Run 1, placement density heat map:
Bar = 50 um. 16 x 16 tiles, from dark blue (low) to red (high), 0 to 100% covered.
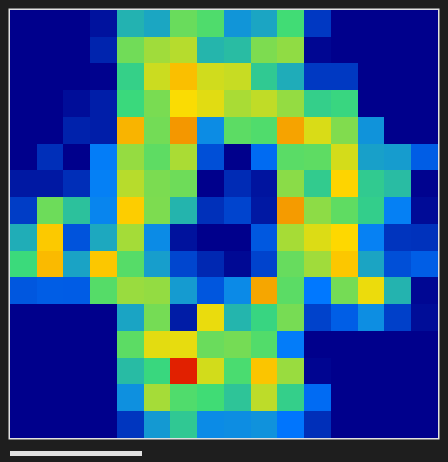
Run 1, wire density map:
Bar = 50 um. 32 x 32 tiles, from dark blue (low) to red (high), scaled to the fullest tile. Values are wire area over tile area, all layers added.
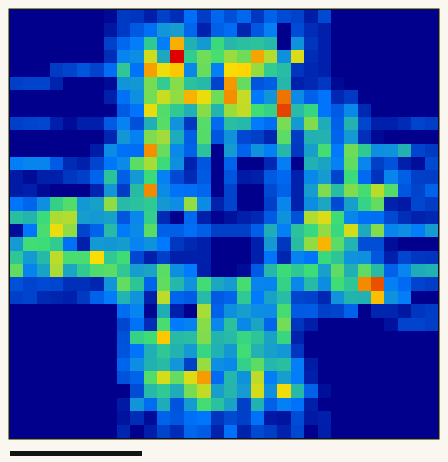
Run 1, sizing map:
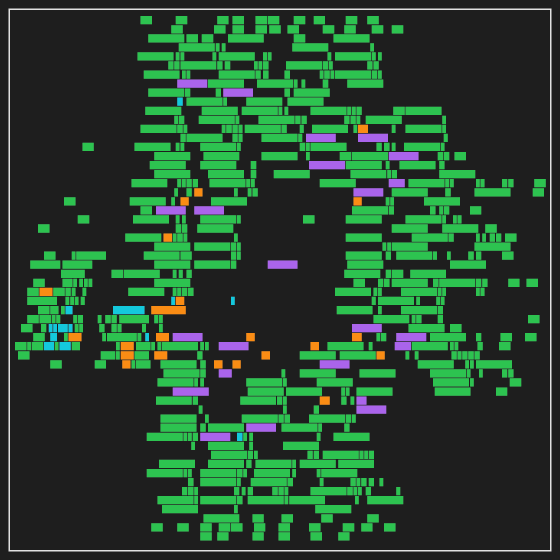
File: config.mk
export PLATFORM = sky130hd
export DESIGN_NAME = v_upd_ingress
export DESIGN_NICKNAME = d
export VERILOG_FILES = /design/src/rtl/v_upd_ingress.sv
export SDC_FILE = /design/constraint.sdc
export NUM_CORES = 1
export LEC_CHECK = 0
export ABC_AREA = 1
export CAP_MARGIN = 30
export CORE_UTILIZATION = 25
export CTS_CLUSTER_DIAMETER = 80
export DETAILED_ROUTE_END_ITERATION = 6
export REMOVE_ABC_BUFFERS = 1
export SLEW_MARGIN = 20
export SYNTH_ARGS = -nofsm -noshare
export SYNTH_HDL_FRONTEND = slang
export SYNTH_SLANG_ARGS = --single-unit
File: constraint.sdc
create_clock -name clk -period 4.4 [get_ports clk]
set_input_delay 0.44 -clock clk [delete_from_list [all_inputs] [get_ports clk]]
set_output_delay 0.44 -clock clk [all_outputs]
set_load 0.02 [all_outputs]
File: src/rtl/v_upd_ingress.sv
// v_pkg / v_upd_ingress
//
// Purpose: ingress buffer for list-update commands. Accepted commands are held in
// a circular FIFO of DEPTH entries and issued in order on the update bus as soon as
// the downstream list engine is not busy. The engine has no backpressure, so every
// cycle in which o_upd_vld is high pops the head entry.
//
// Ports:
//   clk, rst                 clock, asynchronous active-low reset
//   i_in_vld / o_in_rdy      upstream command handshake
//   i_in_prod_id, i_in_cmd,
//   i_in_key, i_in_size      command fields
//   i_flush                  discard every buffered entry at the next edge
//   i_busy                   downstream engine initialising; hold entries
//   o_upd_vld, o_upd_*       update bus (head entry; fields are 0 when empty)
//   o_cnt_r                  registered occupancy 0..DEPTH
//   o_ovf_r                  sticky: a push was attempted while full

package v_pkg;
  typedef logic [7:0]  id_t;
  typedef logic [1:0]  cmd_t;
  typedef logic [15:0] key_t;
  typedef logic [11:0] size_t;

  typedef struct packed {
    id_t   prod_id;
    cmd_t  cmd;
    key_t  key;
    size_t size;
  } entry_t;
endpackage

module v_upd_ingress #(
  parameter int DEPTH = 4
) (
  input  logic                              clk,
  input  logic                              rst,
  input  logic                              i_in_vld,
  output logic                              o_in_rdy,
  input  logic [$bits(v_pkg::id_t)-1:0]     i_in_prod_id,
  input  logic [$bits(v_pkg::cmd_t)-1:0]    i_in_cmd,
  input  logic [$bits(v_pkg::key_t)-1:0]    i_in_key,
  input  logic [$bits(v_pkg::size_t)-1:0]   i_in_size,
  input  logic                              i_flush,
  input  logic                              i_busy,
  output logic                              o_upd_vld,
  output logic [$bits(v_pkg::id_t)-1:0]     o_upd_prod_id,
  output logic [$bits(v_pkg::cmd_t)-1:0]    o_upd_cmd,
  output logic [$bits(v_pkg::key_t)-1:0]    o_upd_key,
  output logic [$bits(v_pkg::size_t)-1:0]   o_upd_size,
  output logic [$clog2(DEPTH):0]            o_cnt_r,
  output logic                              o_ovf_r
);

  localparam int PW = $clog2(DEPTH);
  localparam int CW = PW + 1;
  localparam logic [CW-1:0] CNT_FULL = CW'(DEPTH);
  localparam logic [CW-1:0] CNT_ZERO = {CW{1'b0}};
  localparam logic [PW-1:0] PTR_ZERO = {PW{1'b0}};
  localparam logic [PW-1:0] PTR_LAST = PW'(DEPTH - 1);

  // Pointer advance with explicit wrap at DEPTH-1.
  function automatic logic [PW-1:0] ptr_inc(input logic [PW-1:0] p);
    logic [PW-1:0] n;
    if (p == PTR_LAST) begin
      n = PTR_ZERO;
    end else begin
      n = p + PW'(1);
    end
    return n;
  endfunction

  v_pkg::entry_t  mem_r [DEPTH];
  logic [PW-1:0]  wr_ptr_r;
  logic [PW-1:0]  rd_ptr_r;

  logic           full_s;
  logic           empty_s;
  logic           push_s;
  logic           pop_s;
  logic           ovf_set_s;
  v_pkg::entry_t  wr_ent_s;
  v_pkg::entry_t  head_s;

  // Handshake, pop and overflow decode. Ready deliberately ignores the pop in the
  // same cycle: a full FIFO never admits a push, even while it is draining.
  always_comb begin
    full_s    = (o_cnt_r == CNT_FULL);
    empty_s   = (o_cnt_r == CNT_ZERO);
    o_in_rdy  = !full_s && !i_flush;
    push_s    = i_in_vld && o_in_rdy;
    o_upd_vld = !empty_s && !i_busy && !i_flush;
    pop_s     = o_upd_vld;
    ovf_set_s = i_in_vld && full_s && !i_flush;
  end

  // Pack the incoming command into one storage word.
  always_comb begin
    wr_ent_s         = '{default: '0};
    wr_ent_s.prod_id = i_in_prod_id;
    wr_ent_s.cmd     = i_in_cmd;
    wr_ent_s.key     = i_in_key;
    wr_ent_s.size    = i_in_size;
  end

  // Head entry; forced to zero when empty so stale storage never shows on the bus.
  always_comb begin
    head_s = '{default: '0};
    if (!empty_s) begin
      head_s = mem_r[rd_ptr_r];
    end else begin
      head_s = '{default: '0};
    end
    o_upd_prod_id = head_s.prod_id;
    o_upd_cmd     = head_s.cmd;
    o_upd_key     = head_s.key;
    o_upd_size    = head_s.size;
  end

  // Entry storage: written on an admitted push only; contents need no reset.
  always_ff @(posedge clk) begin
    if (push_s && rst) begin
      mem_r[wr_ptr_r] <= wr_ent_s;
    end
  end

  // Pointers and occupancy; flush wins over any push/pop (neither is issued then).
  always_ff @(posedge clk or negedge rst) begin
    if (!rst) begin
      wr_ptr_r <= PTR_ZERO;
      rd_ptr_r <= PTR_ZERO;
      o_cnt_r  <= CNT_ZERO;
    end else if (i_flush) begin
      wr_ptr_r <= PTR_ZERO;
      rd_ptr_r <= PTR_ZERO;
      o_cnt_r  <= CNT_ZERO;
    end else begin
      if (push_s) begin
        wr_ptr_r <= ptr_inc(wr_ptr_r);
      end else begin
        wr_ptr_r <= wr_ptr_r;
      end
      if (pop_s) begin
        rd_ptr_r <= ptr_inc(rd_ptr_r);
      end else begin
        rd_ptr_r <= rd_ptr_r;
      end
      case ({push_s, pop_s})
        2'b10:   o_cnt_r <= o_cnt_r + CW'(1);
        2'b01:   o_cnt_r <= o_cnt_r - CW'(1);
        default: o_cnt_r <= o_cnt_r;
      endcase
    end
  end

  // Sticky overflow flag; only reset clears it.
  always_ff @(posedge clk or negedge rst) begin
    if (!rst) begin
      o_ovf_r <= 1'b0;
    end else if (ovf_set_s) begin
      o_ovf_r <= 1'b1;
    end else begin
      o_ovf_r <= o_ovf_r;
    end
  end

endmodule

==> results.yml, run 1 <==
# generated from flow reports
outcome:
  status: "finished, final reports clean"
pwr:
  pwr-share-comb_pct: 21.8
  p_per_area_nw_per_um2: 500
  p_int_mw: 2.94
  total_power_mw: 4.12
  clkPwrFrac_pct: 35.5
  switchingPower_mw: 1.18
  seqPwrFrac_pct: 42.7
logic_synthesis:
  synth_seq_share_pct: 74.3
  top_cell_area_share_pct: 71.2
  synth.distinct_cells: 23
  edf_count: 152
  numSynthFlops: 160
  synthAoiAreaFrac_pct: 9.87
  ys_area_um2: 6410
  yosys.area.top_type: "edfxtp_1"
  post_synth.cell_area_avg_um2: 12.3
  synth.most_common_cell: "nor2_1"
  synth-async-reset-ratio_pct: 5.00
  flop_cell: "edfxtp_1"
  top_cells_by_area: "edfxtp_1 (71%), nor2_1 (9.2%), o21ai_0 (5.9%)"
  ys_sh_mux_pct: 0
  yosys_warnings: 0
  ys_cells: 520
  yosys.area_share.adder_pct: 1.09
  syn_inst: 520
  ys_sh_xor_pct: 0.137
  ys_top_logic_family: "simple AND/OR/NAND/NOR gates"
timing:
  relSlewSlack_pct: 41.8
  fin_skew_ns: 0.0102
  maxSlewViolCount: 0
  min_period_ns: 3.39
  hold_viol_final: 0
  fmax_mhz: 295
  layout_setup_ws_ns: 1.01
  tightest_slew_ns: 0.872
  hold_slack_ns: 0.307
  rsz0062_at_grt: "false"
  post-route-period-util_pct: 77.1
  tns_ns: 0
  setup_viol: 0
setup_path:
  slowest_stage: "dfrtp_4"
  crit_family: "buffers and inverters"
  cp-end-kind: "output pin"
  crit_buf_inv: 3
  worstSetupStartpoint: "rd_ptr_r[0]"
  crit_required_ns: 3.96
  cpPeakStageDelay_ns: 0.66
  critPathKind: "flip-flop to output pin"
  r2r-start: "o_cnt_r[1]"
  arrival_ns: 2.95
  crit_chain: "inv_2, buf_4, o21ai_0, a21oi_1, clkdlybuf4s50_1"
  critPathLaunchType: "flip-flop"
finish:
  drive_above_1_share_pct: 9.53
  stdcell_area_um2: 8240
  finalNetCount: 654
  seq_area_um2: 4770
  inv_count: 16
  top_regs: "mem_r x152, o_cnt_r x3"
  final-clk-cell-share_pct: 7.19
  largest_class: "flip-flops and latches"
  sh_seq_area_pct: 57.9
  largest_register_ffs: 152
  antenna_cells: 1
  stdcell_count: 950
  regMostFlops: "mem_r"
  combAreaFraction_pct: 17.8
  multi_input_comb_cells: 315
  fill_cells: 2445
  nClkBuffers: 21
route:
  topRoutingLayerUsed: "met4"
  wl_met2_um: 7080
  drt_first_pass_iters: 5
  drcViolationCount: 0
global_routing:
  grt_pass1_wl_um: 22500
  top_usage_layer: "met2"
  gr-usage-met2_pct: 18.3
  antenna_found_initial: 1
  grt_max_degree: 43
  use_met3_pct: 3.88
  grt_pass1_vias: 3903
place:
  placed_cell_area_um2: 7640
  numPortBuffers: 86
  dpl.hpwl_um: 8540
  placedCellCount: 917
  gp_congestion: 0.732
clocking:
  cts_tree: "built"
  cts_hold_buffers: 0
  cts_setup_buffers: 0
  root_buffer: "clkbuf_16"
  htree_levels: 4
  clk_pin_slew_ns: 0.06
  ctsResizeCount: 0
floorplanning:
  die.size.y_um: 162
  die-area_um2: 26300
  taps: 330
  rows: 58
hold_path:
  min_path_type: "input pin to asynchronous set/reset pin"
job:
  drv_cap: 0
Back to the opening pictures, 'placement density heat map':
- mean over tiles: 30%
- densest ninth of the die: top center
- nearly empty tiles: 31%
- tiles over 75% full: 5.9%
- emptiest ninth of the die: lower right
- fullest tile: 96%
CORE AREA: 25200 um2
utilization after layout: 32.7%
Init Core Util: 25.5%

Back to the opening pictures, 'wire density map':
- densest ninth of the die: top center
- fullest tile: 0.42
- tiles over half the peak: 12%
- mean over tiles: 0.088
- emptiest ninth of the die: lower right
- nearly empty tiles: 31%
Total GRT Usage: 11.6%
final wirelength: 14700 um
routed via count: 4052
DR WL/cell: 15.5 um

Back to the opening pictures, 'sizing map':
- x1 and smaller: green (cells 560; most used nor2_1)
- x2: cyan (cells 14; most used inv_2)
- x3 and x4: orange (cells 22; most used buf_4)
- x6 and larger: purple (cells 23; most used clkbuf_16)
Area Overhead vs Synth: 28.4%
bufs w/o clock: 96

-- run 1: final timing paths --
path / to / slack, ns / cells past startpoint
setup / recovery: o_upd_key[10] / 1.01 / 5
min in group clk: o_ovf_r / 0.48 / 1
hold reg to reg: o_ovf_r / 0.48 / 1
max in group asynchronous: rd_ptr_r[0] / 3.77 / 1
hold / removal: o_ovf_r / 0.31 / 1
setup reg to reg: mem_r[3][20] / 2.09 / 7
-- run 1: power groups by stage --
stage               Combinational [mW]  Sequential, mW  Clock (mW)
floorplan                        0.429            1.81           0
global placement                 0.908            1.79           0
detailed placement               0.910            1.79           0
CTS                              0.915            1.76        1.50
global route                     0.979            1.76        1.56
finish                           0.899            1.76        1.46
Run 1, placed cells, one color a class:
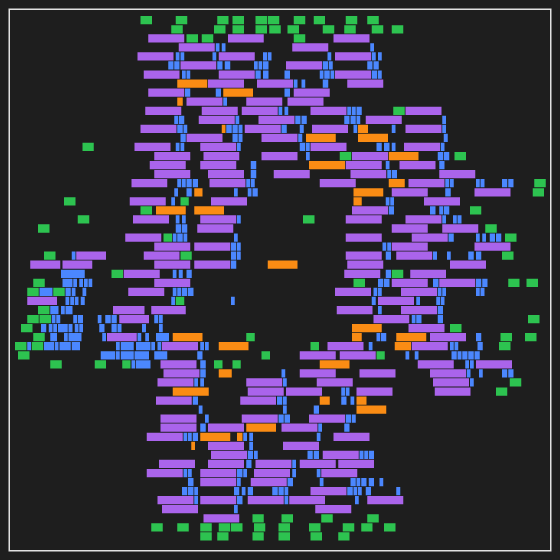

==> run 2: changes to the inputs <==
==> constraint.sdc (replaced) <==
create_clock -name clk -period 3.15 [get_ports clk]
set_input_delay 0.315 -clock clk [delete_from_list [all_inputs] [get_ports clk]]
set_output_delay 0.315 -clock clk [all_outputs]
set_load 0.02 [all_outputs]
Run 2, placed cells, one color a class:
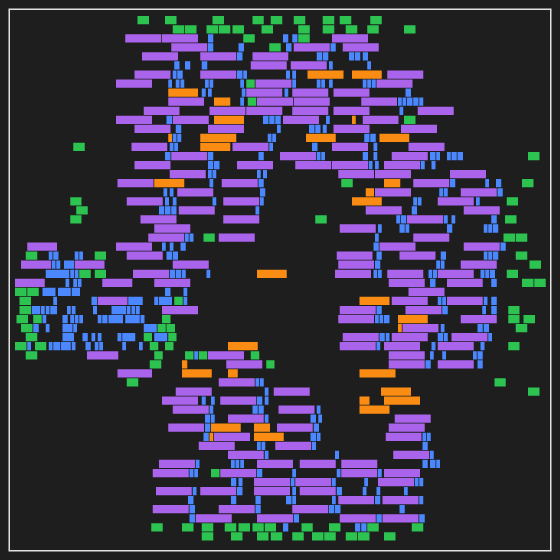
- remaining logic cells: blue (cells 331; share of their area 19%)
- remaining buffers and delay cells: green (cells 103; share of their area 12%)
- clock drivers and dummy loads: orange (cells 32; share of their area 8.0%)
- registers: purple (cells 160; share of their area 60%)
final instance area: 8330 um2
utilization after layout: 33.1%
row count: 58
Seq/total area: 57.3%

==> run 2 against run 1 <==
Effect of this change: via count is 0.44% lower; final cell count rose by 0.74%; critical path depth stayed put; sequential share of layout area fell by 0.64 points; flip-flop count unchanged; clock skew up 0.0043 ns; count of clock-buffer cells in the layout up 3; hold slack lost 0.088 ns; total power grew 43%; register-to-register slack lost 0.99 ns; setup slack worse by 0.80 ns; clock power rose by 49%; largest cell class unchanged.
==> results.yml, run 2 <==
# generated from flow reports
timing:
  hold_viol_final: 0
  maxSlewViolCount: 0
  setup_viol: 0
  tns_ns: 0
  layout_setup_ws_ns: 0.205
  fin_skew_ns: 0.0145
finish:
  antenna_cells: 1
  multi_input_comb_cells: 315
  fill_cells: 2454
  inv_count: 16
  largest_register_ffs: 152
  largest_class: "flip-flops and latches"
  syn_to_final_growth_pct: 29.8
  combAreaFraction_pct: 17.6
  regMostFlops: "mem_r"
  seq_area_um2: 4770
  finalNetCount: 661
  nNonClkBuffers: 103
setup_path:
  cpPeakStageDelay_ns: 0.66
  critPathLaunchType: "flip-flop"
  critPathKind: "flip-flop to output pin"
  slowest_stage: "clkdlybuf4s50_1"
  crit_buf_inv: 3
  crit_chain: "inv_2, buf_4, o21ai_0, a21oi_1, clkdlybuf4s50_1"
  arrival_ns: 2.63
  crit_required_ns: 2.83
logic_synthesis:
  yosys.area.top_type: "edfxtp_1"
  ys_sh_mux_pct: 0
  synthAoiAreaFrac_pct: 9.87
  synth.most_common_cell: "nor2_1"
  top_cells_by_area: "edfxtp_1 (71%), nor2_1 (9.2%), o21ai_0 (5.9%)"
  synth-async-reset-ratio_pct: 5.00
  synth.distinct_cells: 23
  ys_cells: 520
  ys_top_logic_family: "simple AND/OR/NAND/NOR gates"
  flop_cell: "edfxtp_1"
  edf_count: 152
  yosys.area_share.adder_pct: 1.09
  ys_area_um2: 6410
  yosys_warnings: 0
  post_synth.cell_area_avg_um2: 12.3
place:
  numPortBuffers: 86
  gp_congestion: 0.770
  dpl.hpwl_um: 8670
clocking:
  htree_levels: 4
  cts_hold_buffers: 0
  cts_setup_buffers: 0
  root_buffer: "clkbuf_16"
global_routing:
  grt_pass1_wl_um: 22900
  grt_pass1_vias: 4170
  grtUsageTotal_pct: 11.8
  gr-usage-met2_pct: 19.2
  antenna_found_initial: 1
pwr:
  power_leader: "sequential cells"
  pg_comb_mw: 1.30
  switchingPower_mw: 1.61
  p_int_mw: 4.30
  seq_power_mw: 2.43
  pwr-share-comb_pct: 21.9
  power_clock_mw: 2.18
  clkPwrFrac_pct: 36.9
floorplanning:
  die.size.y_um: 162
  core_area_um2: 25200
route:
  drcViolationCount: 0
hold_path:
  min_path_type: "input pin to asynchronous set/reset pin"
outcome:
  status: "finished, final reports clean"
Run 2, wire density map:
Bar = 50 um. 32 x 32 tiles, from dark blue (low) to red (high), scaled to the fullest tile. Values are wire area over tile area, all layers added.
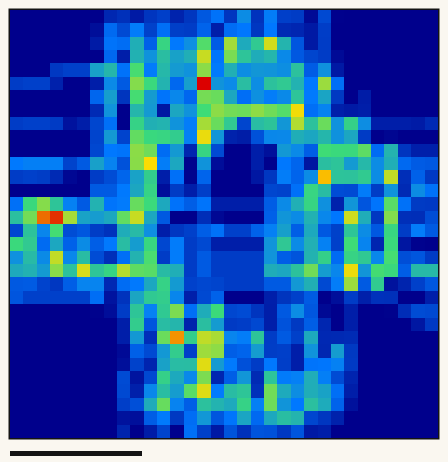
DR WL/cell: 15.1 um
final wirelength: 14500 um

run 2: per-layer routing:
| layer | share of wire [%] | routed length, um |
|---|---|---|
| met4 | 1.4 | 198 |
| met5 | 0 | 0 |
| met2 | 48 | 6880 |
| met1 | 46 | 6660 |
| met3 | 4.9 | 713 |
run 2: worst paths after layout:
kind                       slack (ns)           end   startpoint  cells past startpoint
max                              0.20  o_upd_cmd[1]  rd_ptr_r[0]                      5
min                              0.22    o_cnt_r[0]          rst                      2
max reg2reg                      1.10  mem_r[0][14]   o_cnt_r[0]                      7
min reg2reg                      0.49       o_ovf_r      o_ovf_r                      1
max in group asynchronous        2.78   rd_ptr_r[0]          rst                      2
min in group clk                 0.49       o_ovf_r      o_ovf_r                      1
Power figures rest on the tool's default switching activity, not on a simulated workload.
